==> src/rtl/gpr_wb_arbiter_pkg.sv <==
// -----------------------------------------------------------------------------
// gpr_wb_arbiter_pkg
// Shared types and constants for the GPR write-back arbiter slice.
//   REG_NUM    : number of architectural GPRs
//   regaddr_t  : 5-bit register index
//   word_t     : 32-bit data word
//   bit_t      : single control bit
//   wb_req_t   : {we, waddr, wdata} write request. It is used for the pipeline
//                request, the MDU FIFO entries and the regfile output bundle.
// -----------------------------------------------------------------------------
package gpr_wb_arbiter_pkg;

  localparam int REG_NUM = 32;
  localparam int REG_AW  = 5;
  localparam int XLEN    = 32;

  typedef logic              bit_t;
  typedef logic [REG_AW-1:0] regaddr_t;
  typedef logic [XLEN-1:0]   word_t;

  typedef struct packed {
    bit_t     we;
    regaddr_t waddr;
    word_t    wdata;
  } wb_req_t;

  localparam wb_req_t WB_REQ_IDLE = '{we: 1'b0, waddr: 5'd0, wdata: 32'd0};

  // A write to x0 has no architectural effect, so it never counts as a write.
  function automatic bit_t is_eff_write(input bit_t we, input regaddr_t waddr);
    return we && (waddr != 5'd0);
  endfunction

endpackage

==> src/rtl/gpr_wb_arbiter_wb_fifo.sv <==
// -----------------------------------------------------------------------------
// gpr_wb_arbiter_wb_fifo
// Small synchronous FIFO that buffers MDU write-back requests.
// Ports:
//   clk, rst : clock, synchronous active-high reset (empties the FIFO)
//   push, din: enqueue din. Ignored when full unless a pop happens in the same cycle.
//   pop      : dequeue the head entry. Ignored when empty.
//   head     : current head entry (valid when !empty)
//   count    : number of stored entries (0..DEPTH)
//   full     : count == DEPTH
//   empty    : count == 0
// DEPTH must be a power of two >= 2, so the pointers wrap naturally.
// -----------------------------------------------------------------------------
module gpr_wb_arbiter_wb_fifo
  import gpr_wb_arbiter_pkg::*;
#(
  parameter  int DEPTH = 2,
  localparam int PTR_W = $clog2(DEPTH),
  localparam int CNT_W = PTR_W + 1
) (
  input  logic             clk,
  input  logic             rst,
  input  logic             push,
  input  wb_req_t          din,
  input  logic             pop,
  output wb_req_t          head,
  output logic [CNT_W-1:0] count,
  output logic             full,
  output logic             empty
);

  logic [PTR_W-1:0] wr_ptr_q, wr_ptr_d;
  logic [PTR_W-1:0] rd_ptr_q, rd_ptr_d;
  logic [CNT_W-1:0] count_q, count_d;
  wb_req_t          mem_q [DEPTH];
  wb_req_t          mem_d [DEPTH];
  logic             do_push_s, do_pop_s;

  assign empty = (count_q == CNT_W'(0));
  assign full  = (count_q == CNT_W'(DEPTH));
  assign count = count_q;
  assign head  = mem_q[rd_ptr_q];

  // A pop frees the head slot, so a push into a full FIFO is allowed in the same cycle.
  assign do_pop_s  = pop && !empty;
  assign do_push_s = push && (!full || do_pop_s);

  // Next-state for pointers, occupancy and storage.
  always_comb begin
    wr_ptr_d = wr_ptr_q;
    rd_ptr_d = rd_ptr_q;
    count_d  = count_q;
    mem_d    = mem_q;
    if (rst) begin
      wr_ptr_d = PTR_W'(0);
      rd_ptr_d = PTR_W'(0);
      count_d  = CNT_W'(0);
      for (int i = 0; i < DEPTH; i++) begin
        mem_d[i] = WB_REQ_IDLE;
      end
    end else begin
      if (do_push_s) begin
        mem_d[wr_ptr_q] = din;
        wr_ptr_d        = wr_ptr_q + PTR_W'(1);
      end else begin
        wr_ptr_d = wr_ptr_q;
      end
      if (do_pop_s) begin
        rd_ptr_d = rd_ptr_q + PTR_W'(1);
      end else begin
        rd_ptr_d = rd_ptr_q;
      end
      case ({do_push_s, do_pop_s})
        2'b10:   count_d = count_q + CNT_W'(1);
        2'b01:   count_d = count_q - CNT_W'(1);
        default: count_d = count_q;
      endcase
    end
  end

  // State registers. The reset is folded into the _d logic above.
  always_ff @(posedge clk) begin
    wr_ptr_q <= wr_ptr_d;
    rd_ptr_q <= rd_ptr_d;
    count_q  <= count_d;
    for (int i = 0; i < DEPTH; i++) begin
      mem_q[i] <= mem_d[i];
    end
  end

endmodule

==> src/rtl/gpr_wb_arbiter.sv <==
// -----------------------------------------------------------------------------
// gpr_wb_arbiter
// Shares the regfile's single write port between the in-order pipeline WB stage
// and the multi-cycle MUL/DIV unit. The pipeline always wins. MDU results are
// buffered and drain in idle write-back slots. A per-register busy mask tracks
// in-flight MDU destinations for the decode hazard unit.
// Ports:
//   clk, rst                         : clock, synchronous active-high reset
//   pipe_we/pipe_waddr/pipe_wdata    : pipeline write-back request (never stalled)
//   mdu_issue/mdu_issue_waddr        : MDU op dispatched, sets its busy bit
//   mdu_valid/mdu_waddr/mdu_wdata    : MDU result, accepted when mdu_ready
//   mdu_ready                        : registered "FIFO has room"
//   gpr_we/gpr_waddr/gpr_wdata       : regfile write port (combinational mux)
//   busy_mask                        : bit i set while GPR i awaits an MDU write
//   stall_req                        : ask the pipeline for a write-back bubble
// -----------------------------------------------------------------------------
module gpr_wb_arbiter #(
  parameter int REG_NUM      = gpr_wb_arbiter_pkg::REG_NUM,
  parameter int FIFO_DEPTH   = 2,
  parameter int STARVE_LIMIT = 4
) (
  input  logic               clk,
  input  logic               rst,
  input  logic               pipe_we,
  input  logic [4:0]         pipe_waddr,
  input  logic [31:0]        pipe_wdata,
  input  logic               mdu_issue,
  input  logic [4:0]         mdu_issue_waddr,
  input  logic               mdu_valid,
  output logic               mdu_ready,
  input  logic [4:0]         mdu_waddr,
  input  logic [31:0]        mdu_wdata,
  output logic               gpr_we,
  output logic [4:0]         gpr_waddr,
  output logic [31:0]        gpr_wdata,
  output logic [REG_NUM-1:0] busy_mask,
  output logic               stall_req
);

  import gpr_wb_arbiter_pkg::*;

  localparam int CNT_W = $clog2(FIFO_DEPTH) + 1;
  localparam int STV_W = $clog2(STARVE_LIMIT + 1);

  wb_req_t          pipe_req_s;
  wb_req_t          mdu_req_s;
  wb_req_t          fifo_head_s;
  wb_req_t          gpr_req_s;
  bit_t             pw_s;
  bit_t             drain_s;
  bit_t             push_s;
  bit_t             fifo_full_s;
  bit_t             fifo_empty_s;
  logic [CNT_W-1:0] fifo_count_s;
  logic [CNT_W-1:0] count_nxt_s;

  logic               mdu_ready_q, mdu_ready_d;
  logic [REG_NUM-1:0] busy_q, busy_d;
  logic [STV_W-1:0]   starve_q, starve_d;
  logic               stall_q, stall_d;

  assign pipe_req_s = '{we: pipe_we, waddr: pipe_waddr, wdata: pipe_wdata};
  // Entries for x0 are kept so the FIFO stays in order. Their we bit is cleared so the drain only pops.
  assign mdu_req_s  = '{we: (mdu_waddr != 5'd0), waddr: mdu_waddr, wdata: mdu_wdata};

  assign pw_s    = is_eff_write(pipe_we, pipe_waddr);
  assign drain_s = !rst && !pw_s && !fifo_empty_s;
  // mdu_ready_q already excludes a full FIFO. The full term keeps the FIFO safe even if that ever drifts.
  assign push_s  = !rst && mdu_valid && mdu_ready_q && !fifo_full_s;

  gpr_wb_arbiter_wb_fifo #(
    .DEPTH (FIFO_DEPTH)
  ) u_wb_fifo (
    .clk   (clk),
    .rst   (rst),
    .push  (push_s),
    .din   (mdu_req_s),
    .pop   (drain_s),
    .head  (fifo_head_s),
    .count (fifo_count_s),
    .full  (fifo_full_s),
    .empty (fifo_empty_s)
  );

  // Write-port mux: pipeline first, then the FIFO head, otherwise idle.
  always_comb begin
    gpr_req_s = WB_REQ_IDLE;
    if (rst) begin
      gpr_req_s = WB_REQ_IDLE;
    end else if (pw_s) begin
      gpr_req_s = pipe_req_s;
    end else if (drain_s) begin
      gpr_req_s = fifo_head_s;
    end else begin
      gpr_req_s = WB_REQ_IDLE;
    end
  end

  assign gpr_we    = gpr_req_s.we;
  assign gpr_waddr = gpr_req_s.waddr;
  assign gpr_wdata = gpr_req_s.wdata;

  // Ready comes from next-cycle occupancy. A pop therefore frees a slot only from the following cycle.
  always_comb begin
    count_nxt_s = fifo_count_s + CNT_W'(push_s) - CNT_W'(drain_s);
    mdu_ready_d = 1'b0;
    if (rst) begin
      mdu_ready_d = 1'b0;
    end else begin
      mdu_ready_d = (count_nxt_s < CNT_W'(FIFO_DEPTH));
    end
  end

  // Pending-write scoreboard: clear on drain, then set on issue so that set wins.
  always_comb begin
    busy_d = busy_q;
    if (rst) begin
      busy_d = '0;
    end else begin
      if (drain_s) begin
        busy_d[fifo_head_s.waddr] = 1'b0;
      end else begin
        busy_d = busy_d;
      end
      if (mdu_issue && (mdu_issue_waddr != 5'd0)) begin
        busy_d[mdu_issue_waddr] = 1'b1;
      end else begin
        busy_d = busy_d;
      end
    end
  end

  // Starvation counter: counts cycles the head is blocked by the pipeline, and saturates at the limit.
  always_comb begin
    starve_d = starve_q;
    stall_d  = 1'b0;
    if (rst) begin
      starve_d = STV_W'(0);
    end else if (fifo_empty_s || drain_s) begin
      starve_d = STV_W'(0);
    end else if (pw_s) begin
      if (starve_q < STV_W'(STARVE_LIMIT)) begin
        starve_d = starve_q + STV_W'(1);
      end else begin
        starve_d = starve_q;
      end
    end else begin
      starve_d = starve_q;
    end
    // Built from the next count, so stall_req drops in the cycle after the pop.
    stall_d = !rst && (starve_d >= STV_W'(STARVE_LIMIT));
  end

  // Control registers. The reset is folded into the _d logic above.
  always_ff @(posedge clk) begin
    mdu_ready_q <= mdu_ready_d;
    busy_q      <= busy_d;
    starve_q    <= starve_d;
    stall_q     <= stall_d;
  end

  assign mdu_ready = mdu_ready_q;
  assign busy_mask = busy_q;
  assign stall_req = stall_q;

endmodule
==> config.mk <==
export PLATFORM = sky130hd
export DESIGN_NAME = gpr_wb_arbiter
export DESIGN_NICKNAME = d
export VERILOG_FILES = /design/src/rtl/gpr_wb_arbiter_pkg.sv /design/src/rtl/gpr_wb_arbiter_wb_fifo.sv /design/src/rtl/gpr_wb_arbiter.sv
export SDC_FILE = /design/constraint.sdc
export NUM_CORES = 1
export LEC_CHECK = 0
export ABC_AREA = 1
export CORE_MARGIN = 5
export CORE_UTILIZATION = 30
export DETAILED_ROUTE_END_ITERATION = 10
export SYNTH_ARGS = -nofsm -noshare
export SYNTH_HDL_FRONTEND = slang
export SYNTH_SLANG_ARGS = --single-unit
==> constraint.sdc <==
create_clock -name clk -period 2.4 [get_ports clk]
set_input_delay 0.48 -clock clk [delete_from_list [all_inputs] [get_ports clk]]
set_output_delay 0.48 -clock clk [all_outputs]
set_load 0.02 [all_outputs]
==> Changelog: implementation, run 1 <==
### Implementation results

- CP peak stage delay: 0.25 ns
- Setup-failing EPs final: 0
- Critical Path Source Type: input port
- Status: completed
- Internal: roughly 3.8 mW
- Syn_area_per_cell: between 6 and 7 um^2
- Maximum number of pins on one net before global-route repair: 78
- Non-CTS inverters: 67
- Met3 Routed Length: 938 um
- CTS tree: yes
- Cts hold-fix bufs: 0
- CTS sink count: 116
- Logic area: 0.00276 mm^2
- Yosys top cell by area: dfxtp_1
- # IOs: 156
- Die span in y: 146 um
- P_comb: between 0.7 and 0.8 mW
- Clock transition at path regs: around 0.050 ns
- Buffers & Inverters on Critical Path: 4
- First-pass GRT wire length: 28400 um
- H-tree lvl count: 4
- Worst Path Arrival: 1.85 ns
- Most used flip-flop cell after synthesis: dfxtp_1
- Final WS setup: about 0.066 ns
- Clock network area share: 7.04%
- Fp_density: 30.7%
- Most common cell in the netlist: nand2_1
- Logic share of the area: 34.2%
- Hold crit path type: register to register
- CP cell instances: dlygate4sd2_1 -> nor2_2 -> nand3_4 -> a21oi_4 -> buf_6 -> buf_4 -> nand2_1 -> a21oi_1 -> buf_4
- Met2 Routed Length: 8190 um
- Highest metal used: met4
- WHS Endpoint: u_wb_fifo.mem_q[75]
- Final Hold Violating Endpoints: 0
- Post-Syn Nets: 929
- GR Util met2: around a quarter
- Nets@finish: ~1100
- Pwr top: the clock network
- Tapcell Cnt: 229
- Xor/xnor cell area share of the yosys netlist: less than 1%
- Setup bufs post-CTS: 4
- Routed WL: 17500 um
- Final min period: 2.33 ns
- Commonest Layout Cell: nand2_1
- FF-to-FF Start: u_wb_fifo.count[1]
- Yosys warning count: 0
- Unique cell types: 26
- Chip Area, Yosys: 0.00555 mm^2
- Via Count: 5767
- Worst skew pair latency: 0.42 ns
- CP max FO: 5
- Most common cell on crit path: buf_4
- Fin crit share: 97.2%
- Most frequent cells in the layout: nand2_1, dfxtp_1, clkdlybuf4s50_1
- Max Root-Sink Buffers: 2
- Pwr dens: approximately 640 mW/mm^2
- Drt initial violations: 314
- Main logic family: simple AND/OR/NAND/NOR gates
- DRT antenna net count: 0
- R2r setup slk: 0.49 ns
- Number of global-route vias before repair: between 5000 and 6000
- Post-route setup TNS: 0 ns
- Cell family with most CP delay: buffers and inverters
- Flop share of the area: between 20 and 30%
- Worst-Margin Slew: 0.747 ns
- Yosys cell count: 842
- RSZ-0062 raised after global routing: true
- Flop count: 116
- Biggest area cells: dfxtp_1, nand2_1, a21oi_1, o21ai_0, nand3_1
- ANT cells: 0
- WP depth: 9
- Critical path class: input port to output port
- Seq/Total Area, Yosys: 41.8%
- Seq pwr share: 39.2%
- Maxcap violations: 0
- Max reg flops: 76
- GR Layer Usage met1: 20.9%
- CP Data Required Time: ~1.9 ns
- Drt first pass iters: 5
- Min Hold Slack: 0.444 ns
- Synthesized area: 0.00555 mm^2
- Total power: 5.14 mW
- CP max stage cell: dlygate4sd2_1
- Wl on met1: 8140 um
- Post-Layout Cell Count: 1249
- Most flop-heavy register: u_wb_fifo.mem_q
- Area after DPL: 0.00745 mm^2
- Biggest Area Class: combinational gates
- Warning total across the stage logs: 27
- Beginning of the worst hold path: u_wb_fifo.mem_q[75]
- Fill count: 1851
- P_sw: 1.32 mW
- Num rows: 49
- Antenna violations before repair: 0
- # resized after CTS: 177
- Lkg Pwr: ~3.2 nW
- Number of enable flip-flop cells: 0
- R2r endpoint: u_wb_fifo.count[1]
- Core area: 0.0181 mm^2
run_1/congestion_map.png
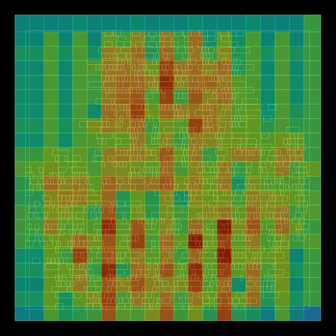
met3 Resource Use GR: 4.56%
WL/cell: 14.0 um
overall routing resource usage: 16.3%
GR peak layer: met2

run_1/port_trees.png
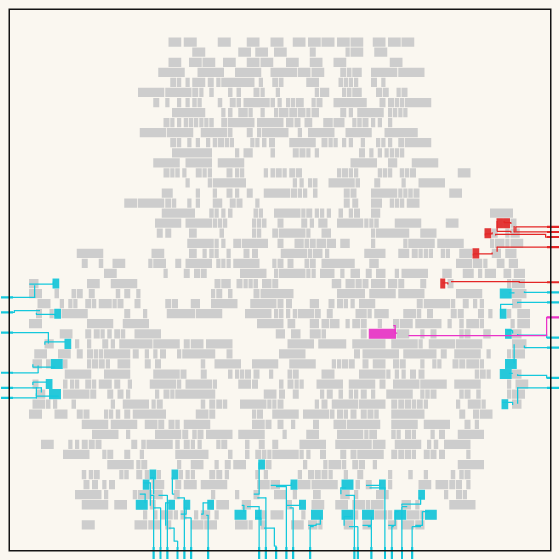
legend:
  gpr_wdata:
    color: cyan
    direction: output
    edge: 20 south, 6 west, 6 east
    end_cells: 32
    buffers: 32
    wire: 521 um
  mdu_ready:
    color: magenta
    direction: output
    edge: east
    end_cells: 1
    buffers: 1
    wire: 45.8 um
  gpr_waddr:
    color: red
    direction: output
    edge: east
    end_cells: 5
    buffers: 5
    wire: 97.5 um

run_1/sizing.png
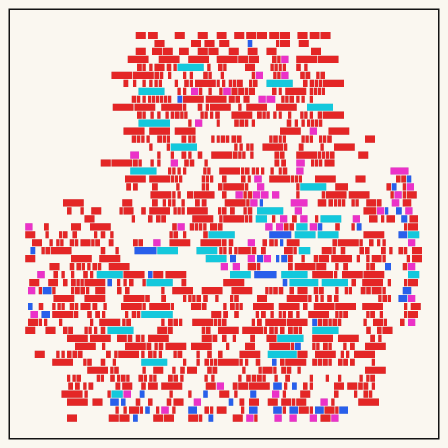
legend:
  x3 and x4:
    color: magenta
    cells: 60
    share: 5.9%
    most_used: buf_4
  x6 and larger:
    color: cyan
    cells: 34
    share: 3.3%
    most_used: clkbuf_16
  x1 and smaller:
    color: red
    cells: 877
    share: 86%
    most_used: nand2_1
  x2:
    color: blue
    cells: 49
    share: 4.8%
    most_used: buf_2

run_1/class_map.png
Bar = 50 um.
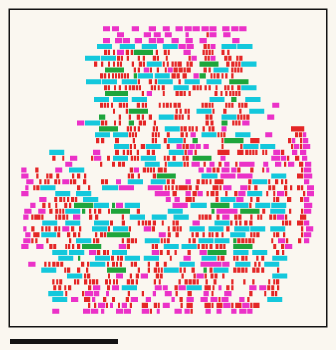

## Run 2: what changed since run 1
DONT_BUFFER_PORTS = 1   (was unset)
SLEW_MARGIN = 20   (was unset)
SYNTH_HIERARCHICAL = 1   (was unset)
run_2/class_map.png
Bar = 50 um.
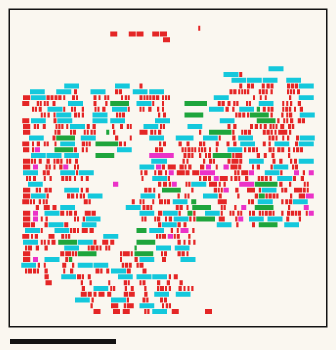
legend:
  remaining buffers and delay cells:
    color: magenta
    cells: 27
  clock drivers and dummy loads:
    color: green
    cells: 29
  remaining logic cells:
    color: red
    cells: 637
  registers:
    color: cyan
    cells: 116

==> run 2 against run 1 <==
Net effect:
- register-to-register slack lost 0.18 ns
- final cell count fell by 14%
- core utilization shrank 9.5 points
- cell area is 18% lower
- first-iteration DRC count fell by 10%
- global-route usage fell by 0.33 points
- clock skew shrank 0.0013 ns
- flip-flop count stayed put
- maximum frequency rose by 2.4%
- area after synthesis grew 3.9%
- largest cell class unchanged
- largest power group unchanged
==> Changelog: implementation, run 2 <==
### Implementation results

- Met3 Resource Use GR: 6.83% (+2.3 points)
- Fin crit share: 94.9% (-2.3 points)
- Post-Syn Nets: 888 (-4.4%)
- Cts hold-fix bufs: 0 (unchanged)
- Fp_density: 30.6% (-0.078 points)
- Critical path class: register to output port
- Flops after synth: roughly 120
- Port Buffer Count: 0
- Highest metal used: met4
- Main logic family: simple AND/OR/NAND/NOR gates
- Syn_area_per_cell: 7.18 um^2 (+8.9%)
- Nets@finish: 884 (-19%)
- Non-CTS inverters: 39 (-42%)
- Via Count: 5283 (-8.4%)
- Most used flip-flop cell after synthesis: dfxtp_1
- Cell family with most CP delay: buffers and inverters
- Clock Skew: ~0.006 ns
- GRT overflow: 0
- Area after DPL: 0.00591 mm^2 (-21%)
- Max reg flops: 76 (unchanged)
- Lkg Pwr: 2.61 nW (-18%)
- Beginning of the worst hold path: rst
- Routability cong.: around 0.85
- Post-Layout Cell Count: 1069 (-14%)
- Flop count: 116 (unchanged)
- P_sw: 1.14 mW (-14%)
- DRT antenna net count: 0 (unchanged)
- WL/cell: 16.6 um (+18%)
- Seq pwr share: 40.4% (+1.2 points)
- Xor/xnor cell area share of the yosys netlist: 0.152% (-0.32 points)
- Most flop-heavy register: u_wb_fifo/mem_q
- Synth mux share: 0%
- Commonest Layout Cell: nand2_1
- Setup-failing EPs final: 0 (unchanged)
- Final max-slew violation count: 0
- First-pass GRT wire length: 27700 um (-2.4%)
- CP Data Required Time: 1.92 ns (about the same)
- H-tree lvl count: 4 (unchanged)
- Most frequent cells in the layout: nand2_1, dfxtp_1, nor2_1
- Synthesized area: 0.00577 mm^2 (+3.9%)
- Post-Place Cells: 1032
- Drt first pass iters: 4 (-1)
- Overall routing resource usage: 16.0% (-0.33 points)
- Drt initial violations: 282 (-10%)
- Worst-Margin Slew: 0.942 ns (+0.195 ns)
- Total power: 4.95 mW (-3.7%)
- Flop share of the area: 35.2% (+6.3 points)
- Most common cell in the netlist: nand2_1
- Clock transition at path regs: 0.05 ns (about the same)
- Die ar.: about 0.022 mm^2
- Warning total across the stage logs: 26 (-3.7%)
- Multi-input comb cells: between 500 and 600
- Biggest area cells: dfxtp_1, nand2_1, o21ai_0, a21oi_1, a22o_2
- Chip Area, Yosys: 0.00577 mm^2 (+3.9%)
- Mapped Cells: roughly 800
- Critical Path Source Type: register
- # resized after CTS: 2 (-99%)
- Biggest Area Class: combinational gates
- GR peak layer: met2
- Layout cell share with drive strength beyond 1: roughly a fifth
- Maximum number of pins on one net before global-route repair: 80 (+2.6%)
- Core area: 0.0188 mm^2 (+4.1%)
- Fmax: 439 MHz
- Buffers & Inverters on Critical Path: 4 (unchanged)
- Met3 Routed Length: 1870 um (+100%)
- Tapcell Cnt: 260 (+14%)
- CP max stage cell: dfxtp_4
- Status: completed
- CP max FO: 18 (+13)
- CTS Root Cell: clkbuf_16
- Met2 Routed Length: 8120 um (-0.79%)
- Setup bufs post-CTS: 0 (-4)
- Post-Synth Adder-Cell Area: 0.217%
- Yosys top cell by area: dfxtp_1
- Routed WL: 17700 um (+1.2%)
- Hold crit path type: input port to register
- Slew headroom: 37.2%
- # IOs: 156 (unchanged)
- Min Hold Slack: 0.142 ns (-0.302 ns)
- Flop area: 0.00233 mm^2
- Number of global-route vias before repair: 4994 (-9.3%)
- Clock network area share: 9.09% (+2.1 points)
- CP peak stage delay: 0.37 ns (+0.12 ns)
- FF-to-FF Start: u_wb_fifo/count[0]
- CTS sink count: 116 (unchanged)
- Seq/Total Area, Yosys: 40.3% (-1.6 points)
- Most common cell on crit path: inv_2
- GR Layer Usage met1: 20.3% (-0.65 points)
- Post-route setup TNS: 0 ns (unchanged)
- GR Util met2: 24.6% (-1.8 points)
- WHS Endpoint: busy_mask[10]
- CP startpoint: u_wb_fifo/count[0]
- Wl on met1: 7480 um (-8.1%)
- Die span in y: 149 um (+1.8%)
- Max-area cell share: approximately 40%
- Combinational power share: 6.7%
- FF-to-FF path depth: 13
- CTS tree: yes
- Critical path capture point type: output port
- Antenna violations before repair: 0 (unchanged)
- Maxcap violations: 0 (unchanged)
- Sw Ratio: between 20% and 30%
- Number of enable flip-flop cells: 0 (unchanged)
- DP Worst Slack: approximately 0.24 ns
- Synth top cells by count: nand2_1, dfxtp_1, nor2_1
- P_comb: 0.334 mW (-53%)
- Internal: 3.82 mW (-0.16%)
- CP cell instances: inv_2 -> nand2_2 -> inv_2 -> nor2_4 -> nand2_4 -> inv_4 -> bufbuf_16 -> a22o_2
- Max Root-Sink Buffers: 2 (unchanged)
- Pwr top: the clock network
- Yosys warning count: 6 (+6)
- Final Util: 35.2%
- ANT cells: 0 (unchanged)
- R2r endpoint: u_wb_fifo/mem_q[7]
- Yosys cell count: 803 (-4.6%)
- Chip Width: 149 um
- Final Hold Violating Endpoints: 0 (unchanged)
- Pwr dens: 748 mW/mm^2 (+17%)
- Worst Path Arrival: 1.80 ns (-0.05 ns)
- Final min period: 2.28 ns (-0.0551 ns)
- Logic area: 0.00295 mm^2 (+7.1%)
- WP depth: 8 (-1)
- Fill count: 2032 (+9.8%)
- Logic share of the area: 44.6% (+10 points)
- Unique cell types: 31 (+19%)
- Num rows: 50 (+2.0%)
- Worst skew pair latency: 0.41 ns (about the same)
- R2r setup slk: 0.31 ns (-0.18 ns)
run_2/sizing.png
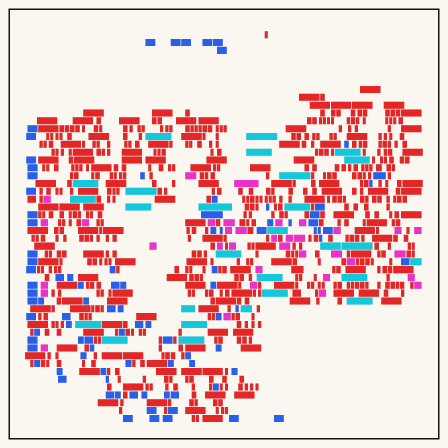
Area Growth Syn to Fin: 14.8%
Non-Clock Buffer Count: 27
design area: 0.00662 mm^2
Final WS setup: 0.121 ns

run_2/port_trees.png
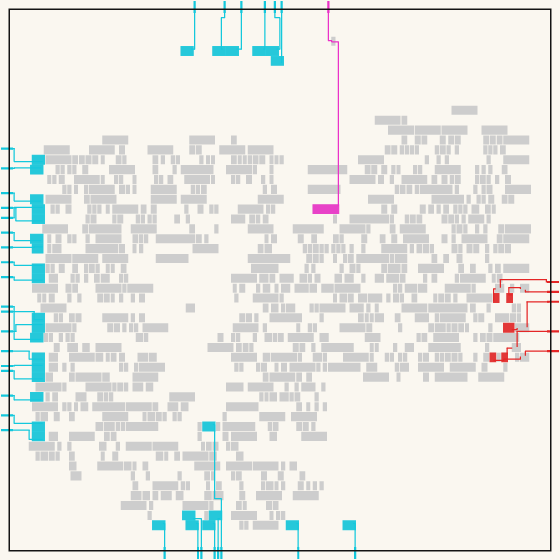

## Run 3: what changed since run 2
--- a/config.mk
+++ b/config.mk
@@ -10,2 +10,3 @@
 export CORE_UTILIZATION = 30
+export CTS_BUF_LIST = sky130_fd_sc_hd__clkbuf_4 sky130_fd_sc_hd__clkbuf_8
 export DETAILED_ROUTE_END_ITERATION = 10
==> constraint.sdc (replaced) <==
create_clock -name clk -period 2.4 [get_ports clk]
set_input_delay 0.72 -clock clk [delete_from_list [all_inputs] [get_ports clk]]
set_output_delay 0.72 -clock clk [all_outputs]
set_load 0.02 [all_outputs]
run_3/port_trees.png
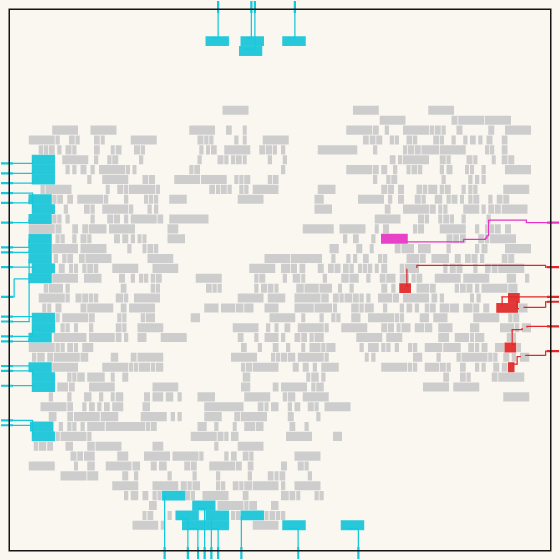
legend:
  mdu_ready:
    color: magenta
    direction: output
    edge: east
    end_cells: 1
    buffers: 0
    wire: 45.6 um
  gpr_waddr:
    color: red
    direction: output
    edge: east
    end_cells: 5
    buffers: 4
    wire: 94.4 um
  gpr_wdata:
    color: cyan
    direction: output
    edge: 19 west, 9 south, 4 north
    end_cells: 32
    buffers: 0
    wire: 272 um

run_3/congestion_map.png
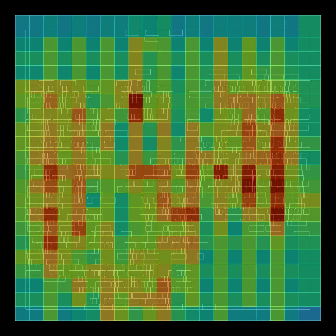
overall routing resource usage: 15.7%
WL/cell: 16.3 um

==> run 3 against run 2 <==
Net effect:
- worst hold slack better by 0.20 ns
- largest cell class unchanged
- critical path type is now input port to output port
- die size unchanged
- count of clock-buffer cells in the layout rose by 1
- synthesized cell count stayed put
- sequential share of layout area down 1.4 points
- setup slack lost 0.028 ns
- maximum frequency shrank 1.2%
- register-to-register slack better by 0.16 ns
- highest routed layer unchanged
==> Changelog: implementation, run 3 <==
### Implementation results

- Status: completed
- CP startpoint: pipe_waddr[1]
- P_sw: 1.12 mW (-1.7%)
- Die ar.: 0.0221 mm^2 (unchanged)
- ANT cells: 0 (unchanged)
- # resized after CTS: 50 (+48)
- GR Layer Usage met1: 19.9% (-0.31 points)
- Drt first pass iters: 4 (unchanged)
- Flops after synth: 116 (unchanged)
- Synthesized area: 0.00577 mm^2 (unchanged)
- Via Count: 5325 (+0.80%)
- WP depth: 6 (-2)
- Beginning of the worst hold path: rst
- Clock network area share: 6.40% (-2.7 points)
- Most frequent cells in the layout: nand2_1, dfxtp_1, nor2_1
- Worst Path Arrival: 1.59 ns (-0.21 ns)
- # IOs: 156 (unchanged)
- CP peak stage delay: 0.28 ns (-0.09 ns)
- Tapcell Cnt: 260 (unchanged)
- Met2 Routed Length: 7800 um (-4.0%)
- CP cell instances: nor2_1 -> nand3_1 -> nand2_4 -> nor2_4 -> buf_4 -> a22o_4
- Multi-input comb cells: 598 (unchanged)
- Num rows: 50 (unchanged)
- Mapped Cells: 803 (unchanged)
- Routed WL: 17700 um (-0.42%)
- Logic area: 0.00323 mm^2 (+9.3%)
- Cts hold-fix bufs: 0 (unchanged)
- Non-Clock Buffer Count: 40 (+48%)
- Warning total across the stage logs: 29 (+12%)
- Biggest Area Class: combinational gates
- Combinational power share: 8.7% (+2.0 points)
- Pwr top: the clock network
- Synth top cells by count: nand2_1, dfxtp_1, nor2_1
- Fmax: 433 MHz (-1.2%)
- Die span in y: 149 um (unchanged)
- Chip Area, Yosys: 0.00577 mm^2 (unchanged)
- Yosys cell count: 803 (unchanged)
- Port Buffer Count: 0 (unchanged)
- Yosys top cell by area: dfxtp_1
- Fill count: 1941 (-4.5%)
- Non-CTS inverters: 39 (unchanged)
- Logic share of the area: 46.8% (+2.2 points)
- Antenna violations before repair: 0 (unchanged)
- DRT antenna net count: 0 (unchanged)
- Sw Ratio: 25.4% (+2.4 points)
- Highest metal used: met4
- Buffers & Inverters on Critical Path: 1 (-3)
- Area after DPL: 0.00604 mm^2 (+2.1%)
- Maxcap violations: 0 (unchanged)
- Slew headroom: 50.7% (+14 points)
- Seq pwr share: 45.3% (+4.9 points)
- GRT overflow: 0 (unchanged)
- Maximum number of pins on one net before global-route repair: 80 (unchanged)
- Max reg flops: 76 (unchanged)
- Yosys warning count: 6 (unchanged)
- Max-area cell share: 40.3% (unchanged)
- Post-Layout Cell Count: 1085 (+1.5%)
- CTS tree: yes
- Biggest area cells: dfxtp_1, nand2_1, o21ai_0, a21oi_1, a22o_2
- Setup-failing EPs final: 0 (unchanged)
- CP Data Required Time: 1.68 ns (-0.24 ns)
- Post-Synth Adder-Cell Area: 0.217% (unchanged)
- Lkg Pwr: 2.77 nW (+6.4%)
- Flop area: 0.00233 mm^2 (+0.11%)
- Fp_density: 30.6% (unchanged)
- Setup bufs post-CTS: 3 (+3)
- Syn_area_per_cell: 7.18 um^2 (unchanged)
- Worst skew pair latency: 0.43 ns (+0.02 ns)
- CP max stage cell: a22o_4
- Routability cong.: 0.890 (+4.9%)
- Final max-slew violation count: 0 (unchanged)
- Final Util: 36.7% (+1.5 points)
- Chip Width: 149 um (unchanged)
- Pwr dens: 639 mW/mm^2 (-15%)
- Most flop-heavy register: u_wb_fifo/mem_q
- Post-Place Cells: 1045 (+1.3%)
- CTS Root Cell: clkbuf_8
- Cell family with most CP delay: simple AND/OR/NAND/NOR gates
- FF-to-FF Start: u_wb_fifo/count[0]
- Post-route setup TNS: 0 ns (unchanged)
Power and IR drop assume default switching activity.
